### src/rtl/count_event_monitor.sv
// Observer for the 10-bit up/down counter: flags wrap, direction change and illegal
// steps, and queues timestamped {type, cnt, ts} records for a valid/ready consumer.
module count_event_monitor #(
   parameter int DEPTH = 4,
   parameter int TS_W  = 12
) (
   input  logic                 clk,
   input  logic                 rst,
   input  logic                 mode,
   input  logic [9:0]           cnt,
   output logic                 evt_valid,
   input  logic                 evt_ready,
   output logic [12+TS_W-1:0]   evt_data,
   output logic                 ovf,
   output logic [7:0]           drop_cnt
);

   localparam int AW = $clog2(DEPTH);
   localparam int DW = 12 + TS_W;

   typedef enum logic [1:0] {
      EVT_WRAP = 2'b00,
      EVT_DIR  = 2'b01,
      EVT_JUMP = 2'b10
   } evt_type_t;

   logic [9:0]      cnt_q;
   logic [9:0]      exp_cnt;
   logic            mode_q;
   logic            primed;
   logic [TS_W-1:0] ts;
   logic [DW-1:0]   mem [DEPTH];
   logic [AW-1:0]   rd_ptr;
   logic [AW-1:0]   wr_ptr;
   logic [AW:0]     occ;
   logic            is_jump;
   logic            is_wrap;
   logic            is_dir;
   logic            push;
   logic            pop;
   logic            full;
   logic            do_write;
   logic            drop;
   evt_type_t       evt_type;

   // The expected step follows the previous mode; a mode flip only shows up as DIR.
   always_comb begin
      exp_cnt  = mode_q ? cnt_q + 10'd1 : cnt_q - 10'd1;
      is_jump  = (cnt != exp_cnt);
      is_wrap  = !is_jump && (mode_q ? (cnt_q == 10'h3FF) : (cnt_q == 10'h000));
      is_dir   = (mode != mode_q);
      evt_type = EVT_DIR;
      if (is_jump)
         evt_type = EVT_JUMP;
      else if (is_wrap)
         evt_type = EVT_WRAP;
      push = primed && (is_jump || is_wrap || is_dir);
   end

   // Handshake: a record transfers in any cycle where evt_valid and evt_ready are both high;
   // evt_valid/evt_data are register-driven and hold until that transfer.
   assign evt_valid = (occ != '0);
   assign evt_data  = mem[rd_ptr];
   assign full      = (occ == (AW+1)'(DEPTH));
   assign pop       = evt_valid && evt_ready;
   assign do_write  = push && (!full || pop);
   assign drop      = push && full && !pop;

   always_ff @(posedge clk) begin
      if (do_write)
         mem[wr_ptr] <= {evt_type, cnt, ts};
   end

   always_ff @(posedge clk) begin
      if (rst) begin
         cnt_q    <= '0;
         mode_q   <= 1'b0;
         primed   <= 1'b0;
         ts       <= '0;
         rd_ptr   <= '0;
         wr_ptr   <= '0;
         occ      <= '0;
         ovf      <= 1'b0;
         drop_cnt <= '0;
      end else begin
         cnt_q  <= cnt;
         mode_q <= mode;
         primed <= 1'b1;
         ts     <= ts + 1'b1;
         if (do_write)
            wr_ptr <= wr_ptr + 1'b1;
         if (pop)
            rd_ptr <= rd_ptr + 1'b1;
         unique case ({do_write, pop})
            2'b10:   occ <= occ + 1'b1;
            2'b01:   occ <= occ - 1'b1;
            default: occ <= occ;
         endcase
         if (drop) begin
            ovf <= 1'b1;
            if (drop_cnt != 8'hFF)
               drop_cnt <= drop_cnt + 8'd1;
         end
      end
   end

endmodule

### config.mk
export PLATFORM = sky130hd
export DESIGN_NAME = count_event_monitor
export DESIGN_NICKNAME = d
export VERILOG_FILES = /design/src/rtl/count_event_monitor.sv
export SDC_FILE = /design/constraint.sdc
export NUM_CORES = 1
export LEC_CHECK = 0
export CORE_MARGIN = 5
export CORE_UTILIZATION = 48
export CTS_CLUSTER_DIAMETER = 150
export CTS_CLUSTER_SIZE = 14
export DETAILED_ROUTE_END_ITERATION = 16
export GPL_TIMING_DRIVEN = 0
export HOLD_SLACK_MARGIN = 0.03
export PLACE_DENSITY_LB_ADDON = 0.12
export SLEW_MARGIN = 30
export SYNTH_ARGS = -nofsm -noshare
export SYNTH_HDL_FRONTEND = slang
export SYNTH_SLANG_ARGS = --single-unit
export TNS_END_PERCENT = 10
### constraint.sdc
create_clock -name clk -period 5 [get_ports clk]
set_clock_uncertainty 0.2 [all_clocks]
set_input_delay 0.5 -clock clk [delete_from_list [all_inputs] [get_ports clk]]
set_output_delay 0.5 -clock clk [all_outputs]
set_load 0.02 [all_outputs]
**Run 1: routed metal per tile**

Scale: 2 px per µm. The die is cut into 24 by 24 equal tiles; dark purple is low, yellow is high, scaled to the fullest tile. Values are wire area over tile area, all layers added.
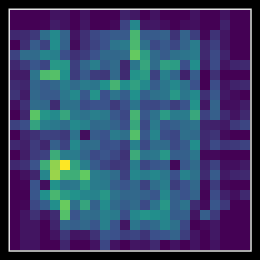
- tiles over half the peak: 8.9%
- nearly empty tiles: 16%
- fullest tile: 0.46
- mean over tiles: 0.11
total track usage: 0.154
Routed WL: 10,500 µm
Vias: 3,239

**Run 1: close-up of the layout**

Region (45, 45) to (75, 75) µm. Cells in grey, sequential cells in the stronger grey; small squares are vias.
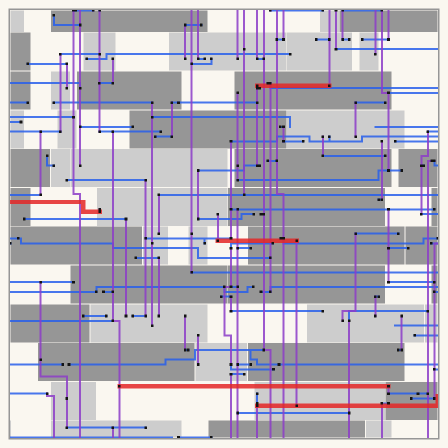
- red: met3
- purple: met2
- blue: met1
- sequential cells in the window: 14
- netlist names of flops here include: `mem` (12), `ts` (2)
- most frequent: edfxtp_1 (12), clkbuf_1 (4), mux4_2 (4)
- cells with their middle in the window: 34

**Run 1: selected gate families**

Scale: 3 px per µm.
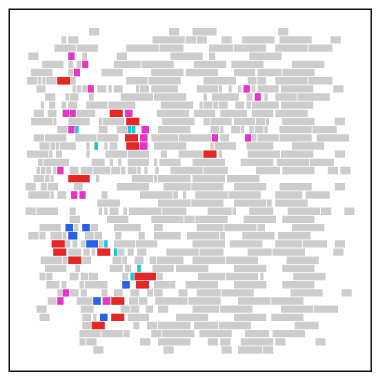
- magenta: AND and OR gates (cells 21)
- blue: AND-OR and OR-AND gates (cells 7)
- cyan: inverters (cells 8)
- red: adder and majority cells (cells 16)
most used logic cell in the final layout: edfxtp_1
Comb area share: 0.284
Finished Layout Cells: 606

**Run 1: cell outlines without signal wires**

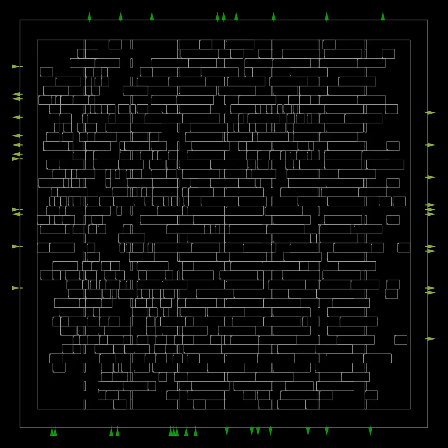
Core Box Area: 0.0120 mm²
Flops: 138

==> impl_metrics.json, run 1 <==
{
  "antenna_found_initial": 0,
  "h-tree-depth": 4,
  "finalSetupTns_ps": 0,
  "ys_cells": 380,
  "path_clk_slew_ps": 60,
  "setup_viol": 0,
  "fp-utilization": 0.487,
  "synth-simple-area-share": 0.108,
  "vdd_ir_drop_max_v": 0.000277,
  "grt_pass1_vias": 3272,
  "post_cts_resized": 0,
  "fmax_ghz": 0.250,
  "async_flop_share": 0,
  "ant_nets": 0,
  "dp_hpwl_um": 6870,
  "grt_first_pass_wirelength_um": 17000,
  "grt_use_met2": 0.254,
  "critPathLaunchType": "flip-flop",
  "numSynthFlops": 138,
  "clk_latency_ps": 410,
  "yosys_warnings": 0,
  "status": "completed",
  "logic_family": "simple AND/OR/NAND/NOR gates",
  "syn_inst": 380,
  "end_kind": "flip-flop",
  "final_layout_top_logic_cells": "edfxtp_1 (96), clkdlybuf4s50_1 (47), dfxtp_1 (42)",
  "period_needed_ps": 4000,
  "mux_area_frac": 0.101,
  "ys_area_mm2": 0.00582,
  "drv_slew": 0,
  "synth_area_leader_cell": "edfxtp_1",
  "nets": 476,
  "postLayoutCellArea_mm2": 0.00711,
  "n_antenna_cell": 0,
  "synth.top_cells.by_area": "edfxtp_1 (50%), dfxtp_1 (14%), mux4_2 (9.3%)",
  "globalplace.congestion": 0.800,
  "cts_tree": "done",
  "critPathKind": "flip-flop to flip-flop",
  "critPathMaxFanout": 8,
  "dpl_worst_slack_ps": 1050,
  "pwr-share-clk": 0.377,
  "die_x_um": 120,
  "crit_family": "AND-OR/OR-AND gates",
  "drc_errors": 0,
  "p_leak_nw": 2.44,
  "top_cell_area_share": 0.495,
  "layout-drive-gt1-share": 0.181,
  "grt_busiest_layer": "met2",
  "fillCellCount": 924,
  "hp-class": "flip-flop to flip-flop",
  "hold_violations": 0,
  "cts_root_buf": "clkbuf_16",
  "yosysSeqAreaShare": 0.640,
  "regArea_mm2": 0.00372,
  "cts.sink_count": 138,
  "numPortBuffers": 47,
  "netlist_area_mm2": 0.00582,
  "yosys.cell_types.count": 49,
  "timing.final.ws_setup_ps": 1000,
  "syn_nets": 410,
  "crit_arrival_ps": 4060,
  "wl_per_cell_um": 17.3,
  "p_switching_w": 0.000904,
  "drtIter0Drc": 109
}
[run 1: power by group through the flow]
stage,registers (W),logic [W],clock network (W)
final,0.00136,0.000786,0.00130
after global routing,0.00137,0.000845,0.00137
after CTS,0.00136,0.000798,0.00132
after detailed placement,0.00138,0.000796,0
after global placement,0.00138,0.000789,0
after floorplan,0.00137,0.000526,0
[run 1: cell families (layout without fill, tap and decap cells)]
group / after synthesis / count (layout)
and+or+nand+nor: 107 / 107
adders and majority gates: 16 / 16
muxes: 28 / 28
buffers and inverters: 20 / 99
xor gates and xnor gates: 33 / 33
AOI/OAI and AO/OA: 38 / 38
DFF: 138 / 138
[run 1: worst reg2reg max path, cell delays in order, from the launching register on]
cell,delay (ps)
dfxtp_1,480
inv_1,240
ha_1,430
a21o_1,240
a31oi_2,270
nand3b_1,120
a32o_2,310
nor4_4,380
a21oi_4,170
nor2_4,140
fa_1,460
o21ai_0,180
nand2_1,70
a21oi_1,140
nor2_1,50
[run 1: routing by layer]
layer / share of wire / vias to the layer above
met5: 0 / -
met4: 0.0098 / 0
met3: 0.034 / 6
met2: 0.49 / 61
met1: 0.46 / 1595
li1: - / 1577
[run 1: sequential cells by signal (all words and copies together), names as in the netlist, 2 cells and up, named ones only]
signal,count
wr_ptr,2
occ,3
drop_cnt,8
cnt_q,10
ts,12
rd_ptr,2
mem,96
[run 1: final timing paths]
path              slack (ps)         startpoint  cells past startpoint                  end
setup reg to reg        1000  mode_q$_SDFF_PP0_                     14  occ[1]$_SDFFE_PP0P_
hold reg to reg          280   ovf$_SDFFE_PP0P_                      2     ovf$_SDFFE_PP0P_
setup / recovery        1000  mode_q$_SDFF_PP0_                     14  occ[1]$_SDFFE_PP0P_
hold / removal           280   ovf$_SDFFE_PP0P_                      2     ovf$_SDFFE_PP0P_
[run 1: cell type report]
cell class                 instances  share of cell area
multi-input combinational        222               0.284
timing repair buffer              47              0.0662
clock buffer                      18              0.0604
buffer                            12             0.00774
clock inverter                    14              0.0276
tap                              147              0.0259
inverter                           8             0.00422
sequential                       138               0.524
[run 1: cells in the mapped netlist (3+ instances only)]
library cell,n
a21oi_2,3
nor2_1,28
buf_1,5
inv_1,8
nand3_1,13
mux2i_1,3
xor2_1,18
a21o_1,3
mux4_2,24
clkbuf_1,6
nor2b_1,13
ha_1,14
and2_1,6
edfxtp_1,96
nand2_1,10
or2_2,3
xnor2_1,15
a21oi_1,10
nand4_1,11
or3_1,4
dfxtp_1,42
o21ai_0,6
and3_1,7
[run 1: per-stage QoR]
step	power, W	cells
6_report	0.00344	606
5_1_grt	0.00358	606
4_1_cts	0.00347	606
3_5_place_dp	0.00218	574
3_3_place_gp	0.00217	574
2_1_floorplan	0.00190	380
**Run 1: signal wires by layer**

Scale: 3 px per µm. Two of the layers only.
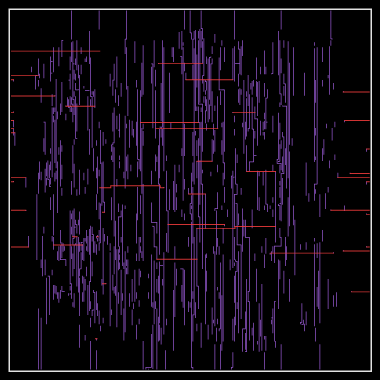

==> run 1 -> run 2 <==
==> constraint.sdc (replaced) <==
create_clock -name clk -period 3.6 [get_ports clk]
set_clock_uncertainty 0.2 [all_clocks]
set_input_delay 0.36 -clock clk [delete_from_list [all_inputs] [get_ports clk]]
set_output_delay 0.36 -clock clk [all_outputs]
set_load 0.02 [all_outputs]
**Run 2: signal wires by layer**

Scale: 3 px per µm. Two of the layers only.
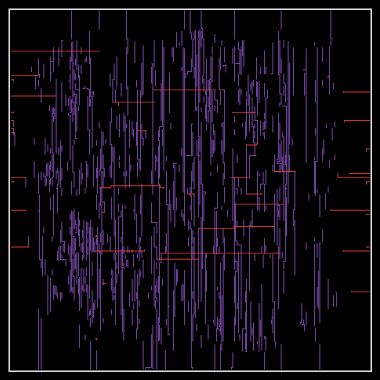
- red: met3 (wire length 343 µm)
- purple: met2 (wire length 5,240 µm)
Vias: 3,245
total track usage: 0.155
Routed WL: 10,600 µm
Routed WL per cell: 17.3 µm

==> run 2 against run 1 <==
Synthesized area unchanged. Setup slack got worse by 900 ps. Worst hold slack got worse by 2.4 ps. Largest power group unchanged. Highest routed layer unchanged.
==> impl_metrics.json, run 2 <==
{
  "clk_latency_ps": 410,
  "post-synth-top-count-cell": "edfxtp_1",
  "h-tree-depth": 4,
  "dp_hpwl_um": 6870,
  "lay_top_count": "edfxtp_1",
  "r2r_start": "mode_q$_SDFF_PP0_",
  "final_layout_top_logic_cells": "edfxtp_1 (96), clkdlybuf4s50_1 (47), dfxtp_1 (40)",
  "netlist_area_mm2": 0.00582,
  "end_kind": "flip-flop",
  "yosys_warnings": 0,
  "die_x_um": 120,
  "numPortBuffers": 47,
  "min-delay-start": "ovf$_SDFFE_PP0P_",
  "cts_tree": "done",
  "critPathMaxFanout": 8,
  "antenna_found_initial": 0,
  "layout-drive-gt1-share": 0.203,
  "vdd_ir_drop_max_v": 0.000404,
  "ys_area_mm2": 0.00582,
  "r2r_slack_ps": 110,
  "numSynthFlops": 138,
  "dpl_worst_slack_ps": -353,
  "fp-utilization": 0.487,
  "worstHoldPathCells": 2,
  "grt_pass1_vias": 3277,
  "period_needed_ps": 3490,
  "critPathKind": "flip-flop to flip-flop",
  "yosysSeqAreaShare": 0.640,
  "fillCellCount": 912,
  "ys_top_cells_by_count": "edfxtp_1 (96), dfxtp_1 (42), nor2_1 (28)",
  "ys_cells": 380,
  "syn_nets": 410,
  "syn_inst": 380,
  "setup_viol": 0,
  "status": "completed",
  "core_area_mm2": 0.0120,
  "top_cell_area_share": 0.495,
  "nets": 480,
  "largest_register_ffs": 96,
  "globalplace.congestion": 0.800,
  "ant_nets": 0,
  "hp-class": "flip-flop to flip-flop",
  "min_to": "ovf$_SDFFE_PP0P_",
  "critPathLaunchType": "flip-flop",
  "power_w": 0.00481
}
-- run 2: cell counts after synthesis --
Identical to the previous run, type by type.
-- run 2: layout make-up --
cell class / count / area (µm²) / area share
multi-input cells: 222 / 2070 / 0.287
inverters: 8 / 32.5 / 0.00451
flip-flops and latches: 138 / 3730 / 0.517
plain buffers: 12 / 67.6 / 0.00937
well taps: 147 / 184 / 0.0255
clock buffers: 18 / 429 / 0.0595
repair buffers: 51 / 500 / 0.0694
clock inverters: 14 / 196 / 0.0272
-- run 2: metrics by stage --
step	area (µm²)	std cells	utilization	setup TNS, ps	hold WS, ps
3_5_place_dp	6480	574	0.542	-26550	269
6_report	7210	610	0.603	0	281
4_1_cts	7140	606	0.597	-8320	288
2_1_floorplan	5820	380	-	0	235
3_3_place_gp	6480	574	0.541	-66140	255
5_1_grt	7210	610	0.603	-107	312
-- run 2: how the worst max path moves through the flow --
| stage | startpoint | to | cells after the start |
|---|---|---|---|
| floorplan | mode_q$_SDFF_PP0_ | occ[1]$_SDFFE_PP0P_ | 15 |
| global placement | mode_q$_SDFF_PP0_ | mem[0][14]$_DFFE_PP_ | 9 |
| detailed placement | mode_q$_SDFF_PP0_ | occ[1]$_SDFFE_PP0P_ | 14 |
| CTS | cnt_q[0]$_SDFF_PP0_ | mem[1][18]$_DFFE_PP_ | 9 |
| global route | mode_q$_SDFF_PP0_ | occ[1]$_SDFFE_PP0P_ | 13 |
| finish | mode_q$_SDFF_PP0_ | occ[1]$_SDFFE_PP0P_ | 13 |
-- run 2: routing by layer --
layer / track usage / wire, µm
met1: 0.199 / 4890
met2: 0.255 / 5240
met3: 0.0401 / 342
met4: 0.0551 / 116
met5: 0 / 0
-- run 2: cell families after synthesis --
| family | share of synthesized area |
|---|---|
| and+or+nand+nor | 0.108 |
| DFF | 0.640 |
| AOI/OAI and AO/OA | 0.0514 |
| buffers and inverters | 0.0142 |
| adders and majority gates | 0.0370 |
| xor gates and xnor gates | 0.0496 |
| muxes | 0.101 |
-- run 2: repair_timing --
item	4_1_cts	5_1_grt
setup endpoints to repair	117	98
buffers inserted	0	4
pin swaps	3	6
gates resized	9	15
-- run 2: power by group --
| part | switching, W | leakage (nW) | internal, W | total [W] |
|---|---|---|---|---|
| combinational | 0.000568 | 0.936 | 0.000556 | 0.00112 |
| clock | 0.000642 | 0.296 | 0.00116 | 0.00180 |
| sequential | 0.0000614 | 1.23 | 0.00182 | 0.00188 |
| total | 0.00127 | 2.46 | 0.00354 | 0.00481 |
-- run 2: critical path: stages, from the launching register on --
cell     delay [ps]
dfxtp_4         400
inv_4            80
ha_1            480
nand4_1         250
a21o_1          240
a32o_2          260
nor4_4          360
a21oi_4         120
nor2_4          120
fa_1            470
o21ai_1         140
nand2_1          70
a21oi_1         130
nor2_1           50
No activity file was given, so power comes from the tool's default toggle rates.
